[src/rtl/alu_op_sequencer_pkg.sv]
// Shared constants, state encoding and helpers for the ALU issue sequencer.
package alu_seq_pkg;

  // Primary opcodes (instr[31:26])
  localparam logic [5:0] OPC_RTYPE = 6'b000000;
  localparam logic [5:0] OPC_ADDI  = 6'b001000;
  localparam logic [5:0] OPC_BEQ   = 6'b000100;

  // R-type function codes (instr[5:0])
  localparam logic [5:0] FUNCT_ADD = 6'b100000;
  localparam logic [5:0] FUNCT_SUB = 6'b100010;
  localparam logic [5:0] FUNCT_AND = 6'b100100;
  localparam logic [5:0] FUNCT_OR  = 6'b100101;
  localparam logic [5:0] FUNCT_SLT = 6'b101010;

  // ALU op encoding: bit 2 = subtract, bits [1:0] = and/or/arith/slt
  localparam logic [2:0] ALU_AND = 3'b000;
  localparam logic [2:0] ALU_OR  = 3'b001;
  localparam logic [2:0] ALU_ADD = 3'b010;
  localparam logic [2:0] ALU_SUB = 3'b110;
  localparam logic [2:0] ALU_SLT = 3'b111;

  typedef enum logic [1:0] {
    IDLE  = 2'd0,
    ISSUE = 2'd1,
    RESP  = 2'd2
  } seq_state_e;

  // Replicate imm[15] into the upper half.
  function automatic logic [31:0] sext16(input logic [15:0] imm);
    return {{16{imm[15]}}, imm};
  endfunction

endpackage

[src/rtl/alu_op_decode.sv]
// Purely combinational instruction decode: opcode/funct -> ALU op and
// operand-select controls. Anything not in the table is flagged illegal.
module alu_op_decode
  import alu_seq_pkg::*;
(
  input  logic [31:0] instr,
  output logic [2:0]  alu_op,
  output logic        use_imm,
  output logic        is_beq,
  output logic        illegal
);

  logic [5:0] opcode;
  logic [5:0] funct;
  logic       unused_bits;

  assign opcode      = instr[31:26];
  assign funct       = instr[5:0];
  // Register/immediate fields are not needed for decode.
  assign unused_bits = ^instr[25:6];

  // Table lookup; default is "illegal" so unknown encodings fall through safely.
  always_comb begin
    alu_op  = ALU_AND;
    use_imm = 1'b0;
    is_beq  = 1'b0;
    illegal = 1'b1;
    case (opcode)
      OPC_RTYPE: begin
        illegal = 1'b0;
        case (funct)
          FUNCT_ADD: alu_op = ALU_ADD;
          FUNCT_SUB: alu_op = ALU_SUB;
          FUNCT_AND: alu_op = ALU_AND;
          FUNCT_OR:  alu_op = ALU_OR;
          FUNCT_SLT: alu_op = ALU_SLT;
          default:   illegal = 1'b1;
        endcase
      end
      OPC_ADDI: begin
        alu_op  = ALU_ADD;
        use_imm = 1'b1;
        illegal = 1'b0;
      end
      OPC_BEQ: begin
        alu_op  = ALU_SUB;
        is_beq  = 1'b1;
        illegal = 1'b0;
      end
      default: illegal = 1'b1;
    endcase
  end

endmodule

[src/rtl/alu_op_sequencer.sv]
// Multi-cycle issue controller for an external combinational ALU.
// Handshakes: a transfer happens on a rising edge where valid && ready;
// valid, once raised, holds with its payload stable until that edge.
module alu_op_sequencer
  import alu_seq_pkg::*;
(
  input  logic        clk,
  input  logic        rst_n,
  input  logic        in_valid,
  output logic        in_ready,
  input  logic [31:0] instr,
  input  logic [31:0] rs_val,
  input  logic [31:0] rt_val,
  output logic [31:0] alu_a,
  output logic [31:0] alu_b,
  output logic [2:0]  alu_op,
  input  logic [31:0] alu_z,
  input  logic        alu_ex,
  output logic        out_valid,
  input  logic        out_ready,
  output logic [31:0] result,
  output logic        zero,
  output logic        taken,
  output logic        illegal
);

  seq_state_e  state_q, state_d;
  logic [31:0] alu_a_q, alu_a_d;
  logic [31:0] alu_b_q, alu_b_d;
  logic [2:0]  alu_op_q, alu_op_d;
  logic        is_beq_q, is_beq_d;
  logic [31:0] result_q, result_d;
  logic        zero_q, zero_d;
  logic        taken_q, taken_d;
  logic        illegal_q, illegal_d;

  logic [2:0]  dec_op;
  logic        dec_use_imm;
  logic        dec_is_beq;
  logic        dec_illegal;

  alu_op_decode u_decode (
    .instr   (instr),
    .alu_op  (dec_op),
    .use_imm (dec_use_imm),
    .is_beq  (dec_is_beq),
    .illegal (dec_illegal)
  );

  // Next-state and register-update logic for IDLE -> ISSUE -> RESP.
  always_comb begin
    state_d   = state_q;
    alu_a_d   = alu_a_q;
    alu_b_d   = alu_b_q;
    alu_op_d  = alu_op_q;
    is_beq_d  = is_beq_q;
    result_d  = result_q;
    zero_d    = zero_q;
    taken_d   = taken_q;
    illegal_d = illegal_q;
    case (state_q)
      IDLE: begin
        if (in_valid) begin
          if (dec_illegal) begin
            // ALU operands keep their previous values; respond directly.
            illegal_d = 1'b1;
            result_d  = '0;
            zero_d    = 1'b0;
            taken_d   = 1'b0;
            state_d   = RESP;
          end else begin
            alu_a_d   = rs_val;
            alu_b_d   = dec_use_imm ? sext16(instr[15:0]) : rt_val;
            alu_op_d  = dec_op;
            is_beq_d  = dec_is_beq;
            illegal_d = 1'b0;
            state_d   = ISSUE;
          end
        end
      end
      ISSUE: begin
        // ALU has had a full cycle to settle on the registered operands.
        result_d = alu_z;
        zero_d   = alu_ex;
        taken_d  = is_beq_q & alu_ex;
        state_d  = RESP;
      end
      RESP: begin
        if (out_ready) state_d = IDLE;
      end
      default: state_d = IDLE;
    endcase
  end

  // State and datapath registers with asynchronous active-low reset.
  always_ff @(posedge clk or negedge rst_n) begin
    if (!rst_n) begin
      state_q   <= IDLE;
      alu_a_q   <= '0;
      alu_b_q   <= '0;
      alu_op_q  <= '0;
      is_beq_q  <= 1'b0;
      result_q  <= '0;
      zero_q    <= 1'b0;
      taken_q   <= 1'b0;
      illegal_q <= 1'b0;
    end else begin
      state_q   <= state_d;
      alu_a_q   <= alu_a_d;
      alu_b_q   <= alu_b_d;
      alu_op_q  <= alu_op_d;
      is_beq_q  <= is_beq_d;
      result_q  <= result_d;
      zero_q    <= zero_d;
      taken_q   <= taken_d;
      illegal_q <= illegal_d;
    end
  end

  assign in_ready  = (state_q == IDLE);
  assign out_valid = (state_q == RESP);
  assign alu_a     = alu_a_q;
  assign alu_b     = alu_b_q;
  assign alu_op    = alu_op_q;
  assign result    = result_q;
  assign zero      = zero_q;
  assign taken     = taken_q;
  assign illegal   = illegal_q;

endmodule

[config.mk]
export PLATFORM = sky130hd
export DESIGN_NAME = alu_op_sequencer
export DESIGN_NICKNAME = d
export VERILOG_FILES = /design/src/rtl/alu_op_sequencer_pkg.sv /design/src/rtl/alu_op_decode.sv /design/src/rtl/alu_op_sequencer.sv
export SDC_FILE = /design/constraint.sdc
export NUM_CORES = 1
export LEC_CHECK = 0
export CAP_MARGIN = 20
export CORE_UTILIZATION = 35
export DETAILED_ROUTE_END_ITERATION = 6
export PLACE_DENSITY = 0.79
export SLEW_MARGIN = 20
export SYNTH_ARGS = -nofsm -noshare
export SYNTH_HDL_FRONTEND = slang
export SYNTH_SLANG_ARGS = --single-unit
export TNS_END_PERCENT = 1
[constraint.sdc]
create_clock -name clk -period 1.65 [get_ports clk]
set_clock_uncertainty 0.05 [all_clocks]
set_input_delay 0.2475 -clock clk [delete_from_list [all_inputs] [get_ports clk]]
set_output_delay 0.2475 -clock clk [all_outputs]
set_load 0.01 [all_outputs]
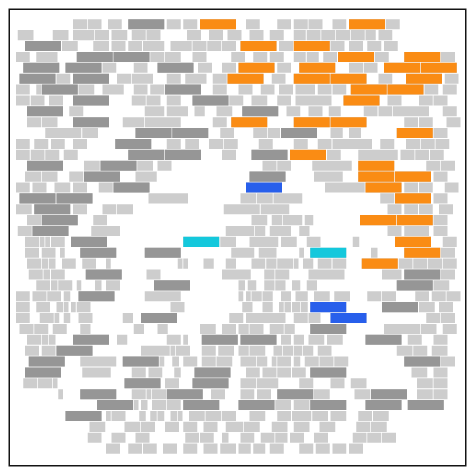
Fig. 1. Sequential cells grouped by signal name (run 1).
Scale: 4 px per um.
colour	name in the netlist	sequential cells
cyan	state_q	2
orange	result	32
blue	alu_op	3
not coloured	68
register share of the cell area: 34.3%
register area: 2630 sq um
Finished Core Util: 63.3%
seq pwr: 3.17 mW

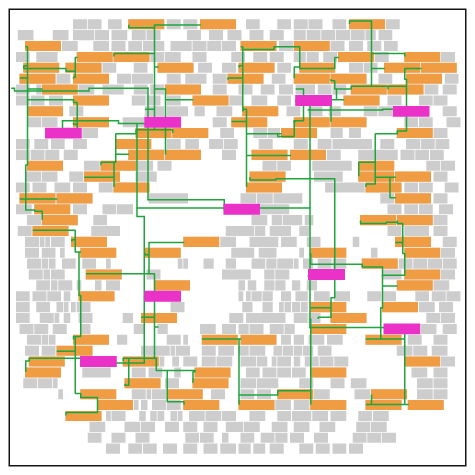
Fig. 2. Clock network drawn from the DEF (run 1).
Scale: 4 px per um.
[magenta] clock-net drivers | count: 9
[green] clock wires | length: 1310 um
[orange] flip-flops | count: 105
routed clock nets	10
clock share of power: 27.6%
clock latency on the worst-skew pair: 0.35 ns
clk pwr: 2.09 mW

==> results_dict.tcl, run 1 <==
# metrics dict for downstream scripts
set metrics [dict create \
    num_vias 3553 \
    wl_per_cell_um 17.3 \
    path_class "input pin to flop" \
    worst_pin_slew_ns 0.432 \
    num-nonclk-inverters 18 \
    cap_violations 0 \
    post-dp-hpwl_mm 9.01 \
    post-route-period-util_pct 114 \
    crit_required_ns 1.89 \
    top_area_share_pct 60.1 \
    grt_pass1_vias 3846 \
    power_density_nw_per_um2 988 \
    cts_hold_buf 1 \
    met2_usage_pct 34.8 \
    synthMuxAreaShare_pct 20.9 \
    worst_r2r_endpoint "result[26]" \
    drt_first_pass_iters 6 \
    final_common_cell "clkdlybuf4s50_1" \
    nFillCells 986 \
    r2r_start "state_q[1]" \
    cpMaxStageDelayCell "or4_4" \
    comb_cells 167 \
    cts_tree "yes" \
    syn_avg_cell_area_sq_um 14.0 \
    outcome "finished, violations left" \
    placed_cells 714 \
    dieWidth_um 114 \
    cts_buffers 9 \
    synthTopCellsByArea "dfrtp_1 60%, mux2_2 17%, a22o_2 6.0%" \
    ys_seq_elements 105 \
    setup-violations-final 98 \
    postRouteWirelength_mm 12.9 \
    final.setup.worst_slack_ns -0.238 \
    pg_comb_mw 2.31 \
    seqPwrFrac_pct 41.9 \
    grt_pass1_wl_mm 20.0 \
    leakage_nw 3.39 \
    fp_util_pct 36.1 \
    rsz0062_at_grt "yes" \
    r2r_slack_ns -0.22 \
    fin_crit_ns 1.89 \
    drtAntennaViolNets 0 \
    dpl_cell_area_sq_um 7050 \
    gp_congestion 0.762 \
    p_int_mw 5.59 \
    fp_nets 444 \
    r2r_cells 8 \
    cts_sinks 105 \
    cts_root_buf "clkbuf_16" \
    hold_path_class "input pin to async pin" \
    gr-usage-met3_pct 5.63 \
    switching_share_pct 26.2 \
    taps 168 \
    failed_checks "setup timing" \
    final-nonclk-buf-share_pct 36.7 \
    gr-usage-all-layers_pct 20.4 \
    portBuffers 226 \
    postCtsSetupBuffers 9 \
    cp-end-kind "flop" \
    syn_to_final_growth_pct 75.5 \
    critPathArrivalTime_ns 2.13 \
    hold_viol_final 0 \
]
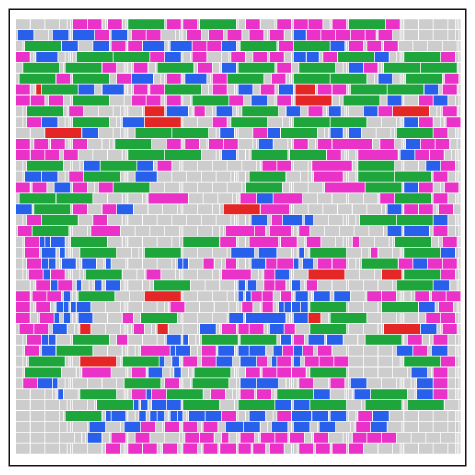
Fig. 3. Cells coloured by class (run 1).
Scale: 4 px per um. Fill, decap, tap and diode cells in grey.
colour	class	cells	share of their area
green	registers	105	35%
blue	remaining logic cells	185	23%
red	clock drivers and dummy loads	16	3.9%
magenta	remaining buffers and delay cells	271	38%
cell row count: 40
Core Region: 12100 sq um
Final Instance Area: 7670 sq um

## run 1: cell usage after synthesis
| cell type | n |
|---|---|
| nand2b_1 | 1 |
| xnor2_1 | 1 |
| nor4bb_1 | 2 |
| nor4_1 | 1 |
| a22o_1 | 7 |
| a21oi_1 | 18 |
| a311o_1 | 1 |
| nor3_1 | 1 |
| nand3b_1 | 1 |
| and2_1 | 1 |
| a41oi_4 | 1 |
| a32o_1 | 1 |
| mux2_2 | 66 |
| nand2_1 | 1 |
| nor2b_1 | 3 |
| nor2_1 | 7 |
| mux2i_1 | 17 |
| nand3_1 | 2 |
| o31ai_1 | 1 |
| nor3b_1 | 1 |
| and4b_1 | 2 |
| o21ai_0 | 1 |
| buf_1 | 1 |
| clkbuf_1 | 9 |
| o211ai_1 | 1 |
| or4_4 | 1 |
| inv_1 | 18 |
| a22o_2 | 26 |
| a31oi_1 | 2 |
| dfrtp_1 | 105 |
| buf_6 | 3 |
| buf_2 | 8 |
## run 1: worst max path at each step
stage | depth (start not counted) | slack (ns) | endpoint | from
floorplan | 5 | -0.18 | state_q[1] | instr[31]
global route | 8 | -0.31 | result[22] | state_q[1]
CTS | 8 | -0.24 | result[11] | state_q[1]
finish | 8 | -0.24 | result[26] | instr[30]
global placement | 7 | -0.73 | alu_b[5] | instr[31]
detailed placement | 7 | -0.73 | alu_a[6] | instr[31]
## run 1: routing by layer
layer  routed length, um  share of wire (%)
met2                6710                 52
met5                   0                  0
met1                5110                 40
met4                 320                2.5
met3                 762                5.9
## run 1: sequential cells by signal (all words and copies together), names as in the netlist
name      count
alu_a        32
alu_b        32
result       32
alu_op        3
state_q       2
illegal       1
is_beq_q      1
taken         1
zero          1
==> inputs of run 2 (changes only) <==
- SLEW_MARGIN: 20 -> not set
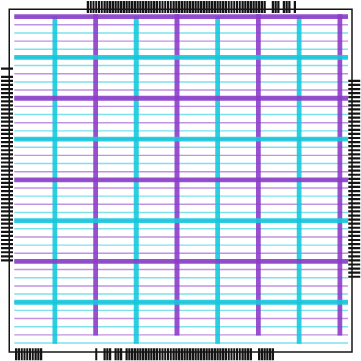
Fig. 4. Floorplan with the power grid (run 2).
Scale: 3 px per um. Pins as bars on the die edge.
colour	net
cyan	VSS
purple	VDD
met4 straps	8
rows	40
met5 straps	8
signal pins	237
met1 rails	41
worst vdd ir: 0.780 mV
die width: 114 um
Die Ht: 114 um

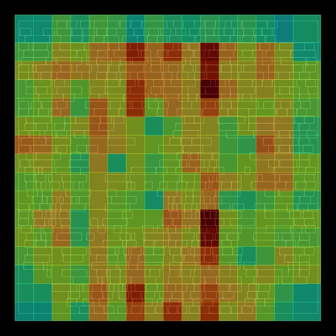
Fig. 5. Track usage over the die (run 2).
M2 GR Usage: 34.8%
routed length per instance: 17.3 um
GR Util All Layers: 20.4%
met1 GRT Util: 24.4%
Most Crowded Layer GR: met2

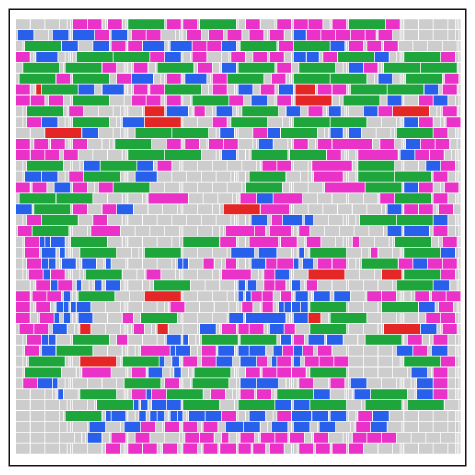
Fig. 6. Cells coloured by class (run 2).
Scale: 4 px per um. Fill, decap, tap and diode cells in grey.

==> run 2 against run 1 <==
  * The flow still finishes with violations (setup timing)
  * Highest routed layer unchanged
  * Hold slack did not move
  * Wire length unchanged
  * Non-clock buffer count stayed put
  * Critical endpoint unchanged
  * Cell area unchanged
  * Die size unchanged
==> results_dict.tcl, run 2 <==
# metrics dict for downstream scripts
set metrics [dict create \
    outcome "finished, violations left" \
    failed_checks "setup timing" \
    final.setup.worst_slack_ns -0.238 \
    post-route-period-util_pct 114 \
    ys_seq_elements 105 \
    worstPathMaxFanout 9 \
    crit_end "result[26]" \
    cts_root_buf "clkbuf_16" \
    worst_pin_slew_ns 0.432 \
    final_common_cell "clkdlybuf4s50_1" \
    drc 0 \
    cts_sinks 105 \
    die-area_sq_um 12900 \
    hold_viol_final 0 \
    path_clk_slew_ns 0.07 \
    fmax_mhz 530 \
    path_cells "clkdlybuf4s15_2 -> or4_4 -> a311o_1 -> a41oi_4 -> buf_12 -> buf_8 -> buf_12 -> a22o_2" \
    antennaDiodeCount 0 \
    rows 40 \
    num-nets-final 705 \
    path_class "input pin to flop" \
    cts_hold_buf 1 \
    syn_to_final_growth_pct 75.5 \
    core-area_sq_um 12100 \
    drt_first_pass_iters 6 \
    lay_top_cells "217 x clkdlybuf4s50_1, 105 x dfrtp_1, 55 x mux2_2, 26 x buf_4, 25 x a22o_2" \
    overflow 0 \
    rsz0062_at_grt "yes" \
    cpMaxStageDelayCell "or4_4" \
    synth_warnings 0 \
    num_vias 3553 \
    syn_avg_cell_area_sq_um 14.0 \
    r2r_slack_ns -0.22 \
    critPathArrivalTime_ns 2.13 \
    cts_buffers 9 \
    yosysMostFrequentCell "dfrtp_1" \
    power_density_nw_per_um2 988 \
    final_util_pct 63.3 \
    top_area_share_pct 60.1 \
    leakage_nw 3.39 \
    cap_violations 0 \
    async_flop_share_pct 100 \
    cts_tree "yes" \
    finalMaxSlewViolations 0 \
    nFillCells 986 \
    cp-end-kind "flop" \
    drive_gt1_share_pct 28.4 \
    crit_required_ns 1.89 \
    gp_congestion 0.762 \
    portBuffers 226 \
    crit_path_max_incr_delay_ns 0.53 \
    cp_num_cells 8 \
    synth_area_sq_um 4370 \
    postCtsSetupBuffers 9 \
    r2r_cells 8 \
    hold_path_class "input pin to async pin" \
    common_cells "105 x dfrtp_1, 66 x mux2_2, 26 x a22o_2, 18 x a21oi_1, 18 x inv_1" \
    grt_pass1_wl_mm 20.0 \
    clkLatencyLatePin_ns 0.35 \
    startpoint "instr[30]" \
    seq_area_sq_um 2630 \
    yosysChipArea_sq_um 4370 \
    synthTopCellsByArea "dfrtp_1 60%, mux2_2 17%, a22o_2 6.0%" \
    setup-violations-final 98 \
    relSlewSlack_pct 71.2 \
    clock_path_buffers 2 \
    worst_r2r_endpoint "result[26]" \
    r2r_start "state_q[1]" \
    fp_util_pct 36.1 \
    fin_crit_ns 1.89 \
    drtAntennaViolNets 0 \
    post-dp-hpwl_mm 9.01 \
    grt_pass1_vias 3846 \
    edf_count 0 \
    fp_nets 444 \
    crit_family "AND-OR/OR-AND gates" \
    ff_type "dfrtp_1" \
    postRouteWirelength_mm 12.9 \
]
[run 2: cell counts after synthesis]
Identical to the previous run, type by type.
[run 2: power breakdown]
group | switching [mW] | internal, mW
Sequential | 0.214 | 2.96
Combinational | 0.825 | 1.48
Clock | 0.943 | 1.15
[run 2: per-layer routing]
layer	up-vias	part of all wire, %	track usage [%]
li1	1636	-	-
met1	1759	40	24.4
met2	134	52	34.8
met3	24	5.9	5.63
met4	0	2.5	8.07
met5	-	0	0
[run 2: logic make-up after synthesis]
kind of cell    share of synthesized area, %
flops                                   60.1
mux                                     20.9
compound gates                          11.3
buf+inv                                 4.09
simple gates                            3.41
xor+xnor                               0.200
[run 2: worst register-to-register path, stage by stage (launching register included)]
cell	delay, ns
dfrtp_1	0.39
buf_6	0.13
and4b_1	0.19
a311o_1	0.31
a41oi_4	0.24
buf_12	0.15
buf_8	0.11
buf_12	0.13
a22o_2	0.14
[run 2: cell type report]
| class | instances | share of cell area [%] |
|---|---|---|
| multi-input cells | 167 | 21.5 |
| flip-flops and latches | 105 | 34.3 |
| well taps | 168 | 2.74 |
| repair buffers | 271 | 36.7 |
| clock buffers | 13 | 3.52 |
| clock inverters | 3 | 0.310 |
| inverters | 18 | 0.881 |
[run 2: how the worst min path moves through the flow]
stage,depth (start not counted),to
after floorplan,0,alu_a[0]
after global placement,1,result[18]
after detailed placement,1,result[18]
after CTS,2,result[18]
after global routing,2,result[10]
final,2,result[18]
[run 2: metrics by stage]
stage                     power, mW  std cells  cell area, sq um  setup slack (ns)  hold WS [ns]
after floorplan                3.89        311              4370            -0.183       -0.0981
after global placement         5.18        714              7050            -0.734         0.161
after detailed placement       5.25        714              7050            -0.735         0.164
after CTS                      7.67        745              7670            -0.238         0.339
after global routing           7.92        745              7670            -0.314         0.340
final                          7.58        745              7670            -0.238         0.310
==> inputs of run 3 (changes only) <==
- CORE_UTILIZATION: 35 -> 39
- GPL_ROUTABILITY_DRIVEN: not set -> 0
- PLACE_DENSITY: 0.79 -> 0.83
- clock period: 1.65 -> 2 ns (I/O delays scaled with it)
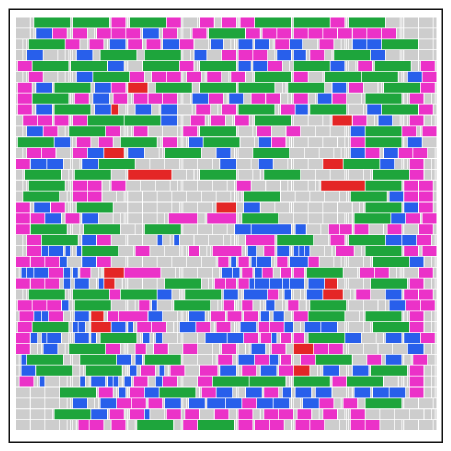
Fig. 7. Cells coloured by class (run 3).
Scale: 4 px per um. Fill, decap, tap and diode cells in grey.
colour	class	cells	share of their area
magenta	remaining buffers and delay cells	261	37%
green	registers	105	37%
red	clock drivers and dummy loads	16	3.2%
blue	remaining logic cells	185	23%
Finished Core Util: 67.0%
Final Instance Area: 7300 sq um
Core Region: 10900 sq um

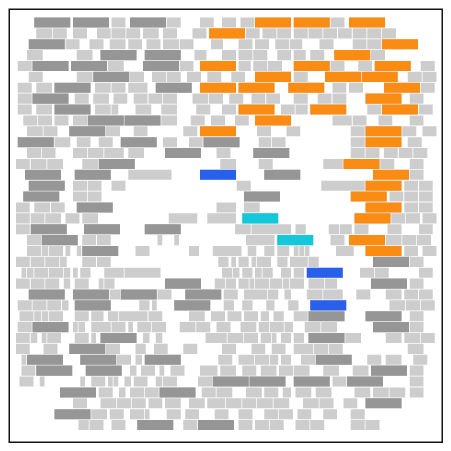
Fig. 8. Sequential cells grouped by signal name (run 3).
Scale: 4 px per um.
colour	name in the netlist	sequential cells
cyan	state_q	2
blue	alu_op	3
orange	result	32
not coloured	68
register share of the cell area: 36.0%
seq pwr: 2.61 mW

==> run 3 against run 2 <==
  * The flow now finishes without violations
  * Via count is 2.1% lower
  * Final cell count is 5.1% lower
  * Area after synthesis stayed put
  * Wire length is 7.7% lower
  * Sequential share of layout area is 1.8 points higher
  * Register-to-register slack better by 0.37 ns
  * First-iteration DRC count is 42% lower
  * Non-clock buffer count is 10 lower
  * Hold slack better by 0.019 ns
  * Synthesized cell count stayed put
  * Critical endpoint is now result[22]
  * Highest routed layer unchanged
==> results_dict.tcl, run 3 <==
# metrics dict for downstream scripts
set metrics [dict create \
    gr-usage-all-layers_pct 20.8 \
    ff_type "dfrtp_1" \
    wl_per_cell_um 16.8 \
    synthMuxAreaShare_pct 20.9 \
    antennaDiodeCount 0 \
    yosys.area_share.adder_pct 0 \
    synth.cellmix.simpleShare_pct 3.41 \
    crit_path_max_incr_delay_ns 0.55 \
    power_leader "sequential cells" \
    rsz0062_at_grt "yes" \
    num-nonclk-inverters 18 \
    fp_util_pct 40.1 \
    fmax_mhz 504 \
    yosysChipArea_sq_um 4370 \
    cp-end-kind "flop" \
    common_cells "105 x dfrtp_1, 66 x mux2_2, 26 x a22o_2, 18 x a21oi_1, 18 x inv_1" \
    finalMaxSlewViolations 0 \
    grt_pass1_wl_mm 18.4 \
    async_flop_share_pct 100 \
    postRouteWirelength_mm 11.9 \
    cap_violations 0 \
    grt_max_degree 59 \
    syn_avg_cell_area_sq_um 14.0 \
    grt_pass1_vias 3671 \
    dieWidth_um 108 \
    worstPathMaxFanout 35 \
    ys_seq_elements 105 \
    critPathArrivalTime_ns 2.24 \
    overflow 0 \
    post-dp-hpwl_mm 8.77 \
    top_area_cell "dfrtp_1" \
    aoi_share_pct 11.3 \
    openroad.warnings 38 \
    synthTopCellsByArea "dfrtp_1 60%, mux2_2 17%, a22o_2 6.0%" \
    htreeDepth 3 \
    drt_first_pass_iters 4 \
    edf_count 0 \
    cts_root_buf "clkbuf_8" \
    buffers 261 \
    comb_area_sq_um 1590 \
    sh_comb_area_pct 21.8 \
    crit_required_ns 2.25 \
    synthCells 311 \
    nFillCells 850 \
    clock_path_buffers 2 \
    path_cells "clkdlybuf4s50_1 -> or4_4 -> a311o_1 -> a41oi_4 -> buf_12 -> a22o_2" \
    final.setup.worst_slack_ns 0.0166 \
    grt_antenna_before_repair 0 \
    syn_to_final_growth_pct 67.0 \
    relSlewSlack_pct 74.4 \
    io_pins 237 \
    seq_area_sq_um 2630 \
    outcome "completed" \
    path_clk_slew_ns 0.10 \
    lay_top_cells "222 x clkdlybuf4s50_1, 105 x dfrtp_1, 65 x mux2_2, 29 x buf_4, 26 x a22o_2" \
    xor_share_pct 0.200 \
    drc 0 \
    top_area_share_pct 60.1 \
    switchingPower_mw 1.52 \
    p_int_mw 4.21 \
    post-route-period-util_pct 99.2 \
    path_class "input pin to flop" \
    fin_crit_ns 1.98 \
    pg_comb_mw 1.65 \
    drtAntennaViolNets 0 \
    seq_cell_count 105 \
    comb_cells 167 \
    ys_seq_share_pct 60.1 \
    cts_tree "yes" \
    fp_nets 444 \
    setup-violations-final 0 \
    synth_warnings 0 \
    drive_gt1_share_pct 26.3 \
    vias_per_cell 4.92 \
    first_iter_violations 100 \
    cts_sinks 105 \
    ys_cells 311 \
    hold_viol_final 0 \
    combPwrFrac_pct 28.9 \
    portBuffers 226 \
    power_density_nw_per_um2 785 \
    place_ws_ns -0.481 \
    switching_share_pct 26.6 \
    taps 140 \
    yosysMostFrequentCell "dfrtp_1" \
    worst_pin_slew_ns 0.384 \
    rows 38 \
    num-nets-final 695 \
    num_vias 3477 \
    seqPwrFrac_pct 45.5 \
    cpMaxStageDelayCell "or4_4" \
    synth_area_sq_um 4370 \
    clkCellAreaFrac_pct 3.09 \
    cts_buffers 9 \
    die_h_um 108 \
    logic_family "multiplexers" \
    synth_cell_types 32 \
    leakage_nw 3.24 \
    final_common_cell "clkdlybuf4s50_1" \
    die-area_sq_um 11600 \
    largest_class "registers" \
    ir_worst_vdd_mv 0.452 \
    hold_path_class "input pin to async pin" \
    clkbuf_count 9 \
    final-nonclk-buf-share_pct 35.8 \
    crit_path_start_kind "input pin" \
]
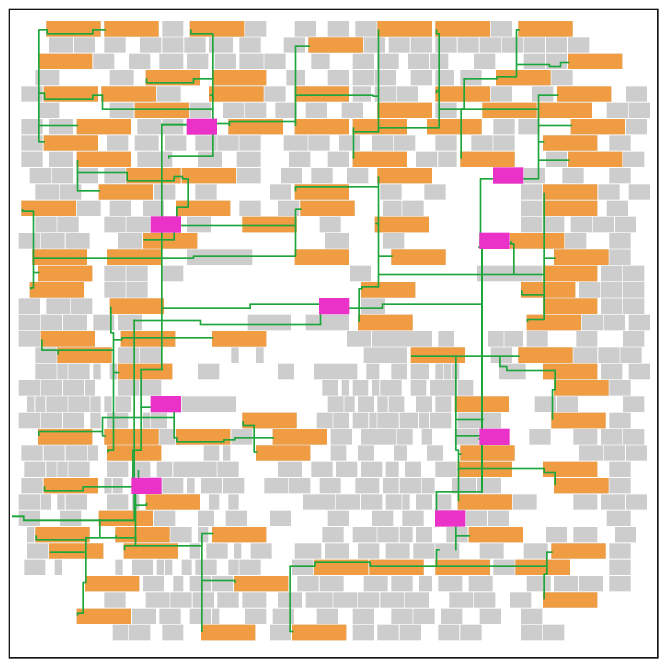
Fig. 9. Clock network drawn from the DEF (run 3).
Scale: 6 px per um.
[orange] flip-flops | count: 105
[green] clock wires | length: 1240 um
[magenta] clock-net drivers | count: 9
flops lie	spread over the die
clock share of power: 25.6%
clock latency on the worst-skew pair: 0.36 ns
clk pwr: 1.47 mW

## run 3: cell counts after synthesis
No cell type changed its count.
## run 3: per-stage QoR
| stage | cell area (sq um) | std cells | power [mW] | TNS [ns] | hold slack [ns] |
|---|---|---|---|---|---|
| floorplan | 4370 | 311 | 3.21 | 0 | -0.0456 |
| global placement | 7000 | 687 | 4.26 | -40.01 | 0.186 |
| detailed placement | 7000 | 687 | 4.31 | -42.57 | 0.194 |
| CTS | 7250 | 704 | 5.81 | -0.00218 | 0.322 |
| global route | 7300 | 707 | 6.03 | -0.00920 | 0.338 |
| finish | 7300 | 707 | 5.73 | 0 | 0.329 |
## run 3: layer usage
metal	global-route usage [%]	vias to the layer above	share of wire (%)
met3	5.87	22	6.0
li1	-	1610	-
met1	24.5	1725	41
met5	0	-	0
met2	35.4	120	51
met4	8.41	0	2.3
## run 3: worst paths after layout
path	start	cells past startpoint	endpoint	slack (ns)
max in group asynchronous	rst_n	3	result[9]	0.94
worst min register to register	taken	1	taken	0.45
worst max register to register	state_q[0]	6	alu_a[18]	0.15
min in group clk	taken	1	taken	0.45
worst min-delay path	rst_n	2	alu_b[30]	0.33
worst max-delay path	instr[30]	6	result[22]	0.02
## run 3: timing repair
action | CTS | global route
setup buffers | 0 | 2
pin swaps | 2 | 2
setup endpoints to repair | 51 | 73
gates cloned | 0 | 1
hold buffers | 1 | 0
hold endpoints to repair | 24 | 0
resized | 4 | 2
## run 3: critical path: cells and delay by family
family	cells	cell delay, ns
compound gates	3	0.72
buf+inv	2	0.65
simple gates	1	0.55
## run 3: cells by family (layout without fill, tap and decap cells)
family	Yosys count	count (layout)
flip-flops	105	105
multiplexers	83	83
AND-OR/OR-AND	59	59
buffers and inverters	39	295
AND/OR/NAND/NOR	24	24
XOR/XNOR	1	1
Power and IR drop assume default switching activity.
